$ cat config.mk
export PLATFORM = sky130hd
export DESIGN_NAME = core_18
export DESIGN_NICKNAME = d
export VERILOG_FILES = /design/src/rtl/core_18.sv
export SDC_FILE = /design/constraint.sdc
export NUM_CORES = 1
export LEC_CHECK = 0
export CAP_MARGIN = 20
export CORE_MARGIN = 3
export CORE_UTILIZATION = 53
export CTS_CLUSTER_DIAMETER = 50
export DETAILED_ROUTE_END_ITERATION = 7
export PLACE_DENSITY = 0.88
export SYNTH_ARGS = -nofsm -noshare
export SYNTH_HDL_FRONTEND = slang
export SYNTH_SLANG_ARGS = --single-unit
$ cat constraint.sdc
create_clock -name CLK -period 5.35 [get_ports CLK]
set_clock_uncertainty 0.15 [all_clocks]
set_input_delay 0.8025 -clock CLK [delete_from_list [all_inputs] [get_ports CLK]]
set_output_delay 0.8025 -clock CLK [all_outputs]
set_load 0.005 [all_outputs]
$ cat src/rtl/core_18.sv
// core_18: small 18-bit accumulator controller with one-hot sequencing,
// flag-bit I/O, a RAM-resident stack for CALL/interrupts, and registered bus strobes.
module core_18 (
  input  logic        CLK,
  input  logic        RUN,
  output logic        RESET,
  input  logic [17:0] INST,
  input  logic [3:0]  VECTOR,
  input  logic [17:0] DATAIN,
  input  logic [63:0] BITSIN,
  output logic [63:0] BITSOUT,
  output logic        CONST_RD,
  output logic        PORT_RD,
  output logic        PORT_WR,
  output logic        RAM_WR,
  output logic [17:0] DATAOUT,
  output logic [17:0] ADRS,
  output logic [11:0] PC
);

  typedef enum logic [9:0] {
    EXEC = 10'o0001,
    INIT = 10'o0002,
    LD1  = 10'o0004,
    LD2  = 10'o0010,
    STOP = 10'o0020,
    RTI1 = 10'o0040,
    RTI2 = 10'o0100,
    INT  = 10'o1000
  } state_t;

  state_t      state_q, state_d;
  logic [11:0] pc_q, pc_d;
  logic [17:0] a_q, a_d, sp_q, sp_d, adrs_q, adrs_d, dout_q, dout_d, sav_q, sav_d;
  logic [3:0]  level_q, level_d, vec_q, vec_d;
  logic        z_q, z_d, f_q, f_d;
  logic [63:0] bits_q, bits_d;
  logic        crd_q, crd_d, prd_q, prd_d, pwr_q, pwr_d, rwr_q, rwr_d;

  logic        irq;
  logic [11:0] pc_inc;
  logic [17:0] imm, alu_r, sp_dec;

  assign RESET    = ~RUN;
  assign PC       = pc_q;
  assign ADRS     = adrs_q;
  assign DATAOUT  = dout_q;
  assign BITSOUT  = bits_q;
  assign CONST_RD = crd_q;
  assign PORT_RD  = prd_q;
  assign PORT_WR  = pwr_q;
  assign RAM_WR   = rwr_q;

  assign irq    = (VECTOR != 4'd0) && (VECTOR > level_q);
  assign pc_inc = pc_q + 12'd1;
  assign imm    = {6'd0, INST[11:0]};
  assign sp_dec = sp_q - 18'd1;

  always_comb begin
    alu_r = a_q;
    case (INST[14:12])
      3'd0:    alu_r = a_q + imm;
      3'd1:    alu_r = a_q - imm;
      3'd2:    alu_r = a_q & imm;
      3'd3:    alu_r = a_q | imm;
      3'd4:    alu_r = a_q ^ imm;
      default: alu_r = a_q;
    endcase
  end

  always_comb begin
    state_d = state_q;
    pc_d    = pc_q;
    a_d     = a_q;
    sp_d    = sp_q;
    adrs_d  = adrs_q;
    dout_d  = dout_q;
    sav_d   = sav_q;
    level_d = level_q;
    vec_d   = vec_q;
    z_d     = z_q;
    f_d     = f_q;
    bits_d  = bits_q;
    crd_d   = 1'b0;
    prd_d   = 1'b0;
    pwr_d   = 1'b0;
    rwr_d   = 1'b0;

    if ((state_q == EXEC || state_q == STOP) && irq) begin
      // The interrupted instruction is not executed, so the saved PC is not advanced.
      sav_d   = {z_q, f_q, level_q, pc_q};
      level_d = VECTOR;
      vec_d   = VECTOR;
      state_d = INT;
    end else begin
      case (state_q)
        INIT: state_d = EXEC;
        EXEC: begin
          pc_d = pc_inc;
          case (INST[17:15])
            3'd0: case (INST[8:6])
              3'd1: state_d = STOP;
              3'd4: begin
                adrs_d  = sp_q;
                sp_d    = sp_q + 18'd1;
                state_d = RTI1;
              end
              3'd5: level_d = INST[3:0];
              default: ;
            endcase
            3'd1: pc_d = INST[11:0];
            3'd2: if (INST[14] ? f_q : z_q) pc_d = INST[11:0];
            3'd3: begin
              sp_d   = sp_dec;
              adrs_d = sp_dec;
              dout_d = {z_q, f_q, level_q, pc_inc};
              rwr_d  = 1'b1;
              pc_d   = INST[11:0];
            end
            3'd4: case (INST[7:6])
              2'd0: bits_d[INST[5:0]] = 1'b0;
              2'd1: bits_d[INST[5:0]] = 1'b1;
              2'd2: f_d = bits_q[INST[5:0]];
              default: f_d = BITSIN[INST[5:0]];
            endcase
            3'd5: begin
              a_d = {3'd0, INST[14:0]};
              z_d = (INST[14:0] == 15'd0);
            end
            3'd6: if (INST[14:12] <= 3'd4) begin
              a_d = alu_r;
              z_d = (alu_r == 18'd0);
            end
            default: case (INST[14:12])
              3'd0: begin adrs_d = imm; state_d = LD1; end
              3'd1: begin adrs_d = imm; dout_d = a_q; rwr_d = 1'b1; end
              3'd2: begin adrs_d = imm; prd_d = 1'b1; state_d = LD1; end
              3'd3: begin adrs_d = imm; dout_d = a_q; pwr_d = 1'b1; end
              3'd4: begin adrs_d = imm; crd_d = 1'b1; state_d = LD1; end
              default: ;
            endcase
          endcase
        end
        LD1: state_d = LD2;
        LD2: begin
          a_d     = DATAIN;
          z_d     = (DATAIN == 18'd0);
          state_d = EXEC;
        end
        RTI1: state_d = RTI2;
        RTI2: begin
          pc_d    = DATAIN[11:0];
          level_d = DATAIN[15:12];
          f_d     = DATAIN[16];
          z_d     = DATAIN[17];
          state_d = EXEC;
        end
        INT: begin
          sp_d    = sp_dec;
          adrs_d  = sp_dec;
          dout_d  = sav_q;
          rwr_d   = 1'b1;
          pc_d    = {8'd0, vec_q};
          state_d = EXEC;
        end
        STOP: ;
        default: state_d = INIT;
      endcase
    end
  end

  always_ff @(posedge CLK) begin
    if (RESET) begin
      state_q <= INIT;
      pc_q    <= 12'd0;
      a_q     <= 18'd0;
      sp_q    <= 18'd0;
      adrs_q  <= 18'd0;
      dout_q  <= 18'd0;
      sav_q   <= 18'd0;
      level_q <= 4'd15;
      vec_q   <= 4'd0;
      z_q     <= 1'b0;
      f_q     <= 1'b0;
      bits_q  <= 64'd0;
      crd_q   <= 1'b0;
      prd_q   <= 1'b0;
      pwr_q   <= 1'b0;
      rwr_q   <= 1'b0;
    end else begin
      state_q <= state_d;
      pc_q    <= pc_d;
      a_q     <= a_d;
      sp_q    <= sp_d;
      adrs_q  <= adrs_d;
      dout_q  <= dout_d;
      sav_q   <= sav_d;
      level_q <= level_d;
      vec_q   <= vec_d;
      z_q     <= z_d;
      f_q     <= f_d;
      bits_q  <= bits_d;
      crd_q   <= crd_d;
      prd_q   <= prd_d;
      pwr_q   <= pwr_d;
      rwr_q   <= rwr_d;
    end
  end

endmodule

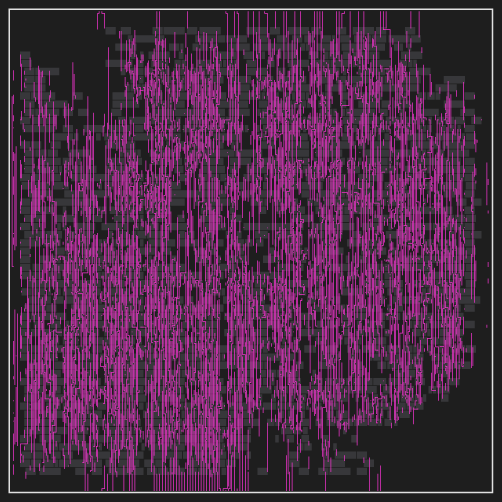
*Met2 routing*
Scale: 3 px per µm.
main direction: vertical
nets with wire on the layer: 1670
wire length on this layer: 21.4 mm
share of all routed wire: 47%
longest straight run: 58.8 µm

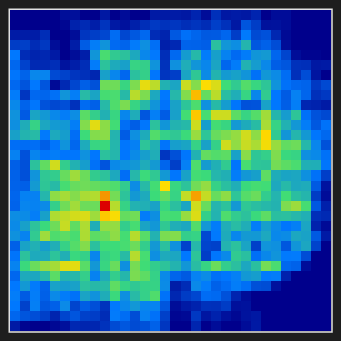
*Wire density map*
Scale: 2 px per µm. 32 x 32 tiles, from dark blue (low) to red (high), scaled to the fullest tile. Values are wire area over tile area, all layers added.
mean over tiles: 0.31
fullest tile: 1.0
tiles over half the peak: 17%
emptiest ninth of the die: bottom right
nearly empty tiles: 9.5%
GRT Util Overall: 34.1%
overall via count from detail_route: 14000

==> deck_impl_summary.md <==
Implementation Results

Run status
  • Status: complete, no violations

Placement
  • Dpl cells: 2135
  • GPL Wtd Cong: 0.964
  • PortBufs: 222
  • Worst slack, placed: 0.324 ns
  • Placed cell area: 0.0151 mm²

Worst setup path
  • CP max-delay cell: nor2_1
  • Cell mode on critical path: a21o_1
  • Max stage delay on crit path: 0.43 ns
  • Critical path buffer and inverter count: 1
  • Capturing element type of the critical path: register
  • Critical path arrival: 4.89 ns
  • Critical Path Source Type: input port
  • Worst Path Required: 5.57 ns

Floorplanning
  • Chip area: 0.0258 mm²
  • Die Y-Extent: 161 µm
  • Area of the core: 0.0231 mm²
  • # IOs: 223
  • FP Util: 54.9%

Power
  • Clock share of power: 35.7%
  • Total power: 3.94 mW
  • P per Cell Area: 249 mW/mm²
  • Sw Share: 33.8%
  • Comb. pwr: 992 µW
  • Clock group power: 1.40 mW
  • Flop pwr share: 39.1%
  • Pint: 2.60 mW
  • Max IR drop VDD: 204 µV
  • Top Consumer: registers

Layout
  • Leading cell kind: logic gates
  • Bufs w/o clock: 267
  • Non-Clock Buffer Area Fraction: 16.1%
  • Inverters: 40
  • Most used logic cell in the final layout: nor2_1
  • # nets final: 1998
  • Logic area: 0.00828 mm²
  • Share of cells above drive strength 1: 7.39%
  • Area added between synthesis and finish: 24.6%
  • Fraction of area in registers: 23.9%
  • CLK BUF: 17
  • Post-Layout Cell Count: 2169
  • Logic share of the area: 52.5%
  • Registers: 188
  • Clock-cell share: 4.11%
  • Mi-comb count: 1328
  • Diode count: 1

Routing
  • Pre-antenna DRT Iters: 7
  • DR iter-0 viols: 2132
  • Remaining antenna violation count: 0
  • Wire length per cell: 21.2 µm
  • Routed wl met2: 21400 µm
  • Top Metal Used: met4
  • DR WL met3: 5240 µm

Global route
  • First-pass GRT wire length: 71100 µm
  • Number of global-route vias before repair: 13100
  • Initial antenna violation count: 2

STA
  • FMAX: 214 MHz
  • # setup viols final: 0
  • Worst slew pin tran: 1.03 ns
  • Post-layout min period: 4.67 ns
  • Final WS setup: 0.683 ns
  • Worst slew margin: 31.5%
  • Period Utilization, post-route: 87.2%

Clocking
  • Clock buffer depth: 2
  • Post-CTS Repair Setup Buffers: 0
  • Cts bufs inserted: 17
  • H-tree depth: 4
  • Clock sink total: 188
  • Resize count post-CTS: 0
  • CTS hold repair buffers: 0

Synth
  • Yosys synthesis chip area: 0.0127 mm²
  • Yosys top cell by instances: nor2_1
  • Dominant register cell: dfxtp_1
  • Cell area after synthesis: 0.0127 mm²
  • Floorplan net count: 1844
  • Flip-flops with a built-in enable: 0
  • Mux area share: 9.24%
  • Ys async rst share: 0%
  • Top-area cell share: 29.7%
  • Synth logic family: simple AND/OR/NAND/NOR gates
  • Yosys aoi share: 23.4%
  • Post-Synthesis Cells: 1688
  • Yosys cell types: 75
  • Yosys Instances: 1688
  • Synth warnings: 0
  • XOR Share, Synth: 3.87%

Worst hold path
  • Hold Path Class: register to register

Run
  • Tool warnings: 41
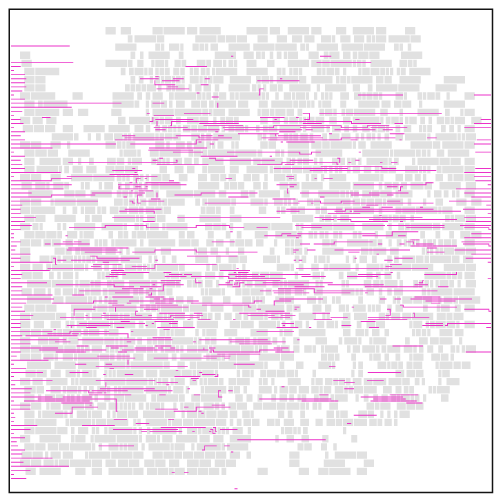
*M3 wires*
Scale: 3 px per µm.
longest straight run: 60.0 µm
wire length on this layer: 5240 µm
main direction: horizontal
share of all routed wire: 11%
nets with wire on the layer: 387
DRT Wirelength: 45900 µm
met3 usage: 8.07%

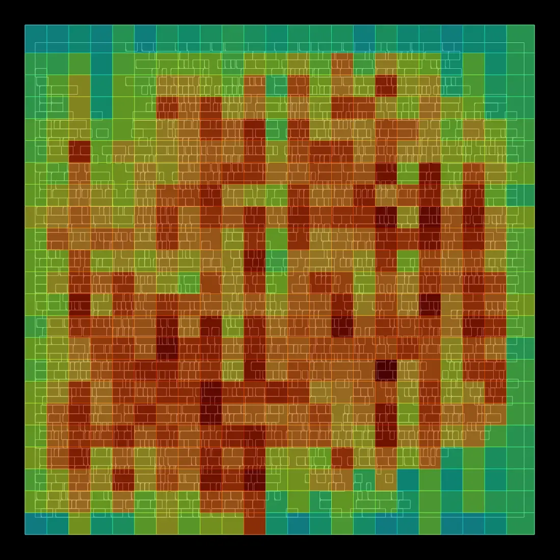
*Routing congestion map*
Finished Core Util: 68.5%
GRT busiest layer: met2

-- final timing paths --
path          startpoint           to  slack, ns  depth (start not counted)
max             INST[14]          z_q       0.68                         15
max reg2reg   state_q[2]     sp_q[11]       1.71                          7
min          DATAOUT[15]  DATAOUT[15]       0.31                          2
min reg2reg  DATAOUT[15]  DATAOUT[15]       0.31                          2
-- worst register-to-register path, cell delays in order, from the launching register on --
cell,delay (ns)
dfxtp_1,0.40
nor4_2,0.56
and2_1,0.36
nand3b_1,0.64
nand2_1,0.83
nand2_1,0.22
a21oi_1,0.23
o221a_2,0.21
-- stage by stage --
stage	hold slack (ns)	util, %
6_report	0.308	68.5
5_1_grt	0.324	68.5
4_1_cts	0.309	68.4
3_5_place_dp	0.297	65.6
3_3_place_gp	0.292	65.6
2_1_floorplan	0.286	-
Power is estimated from default activity; no workload was simulated.
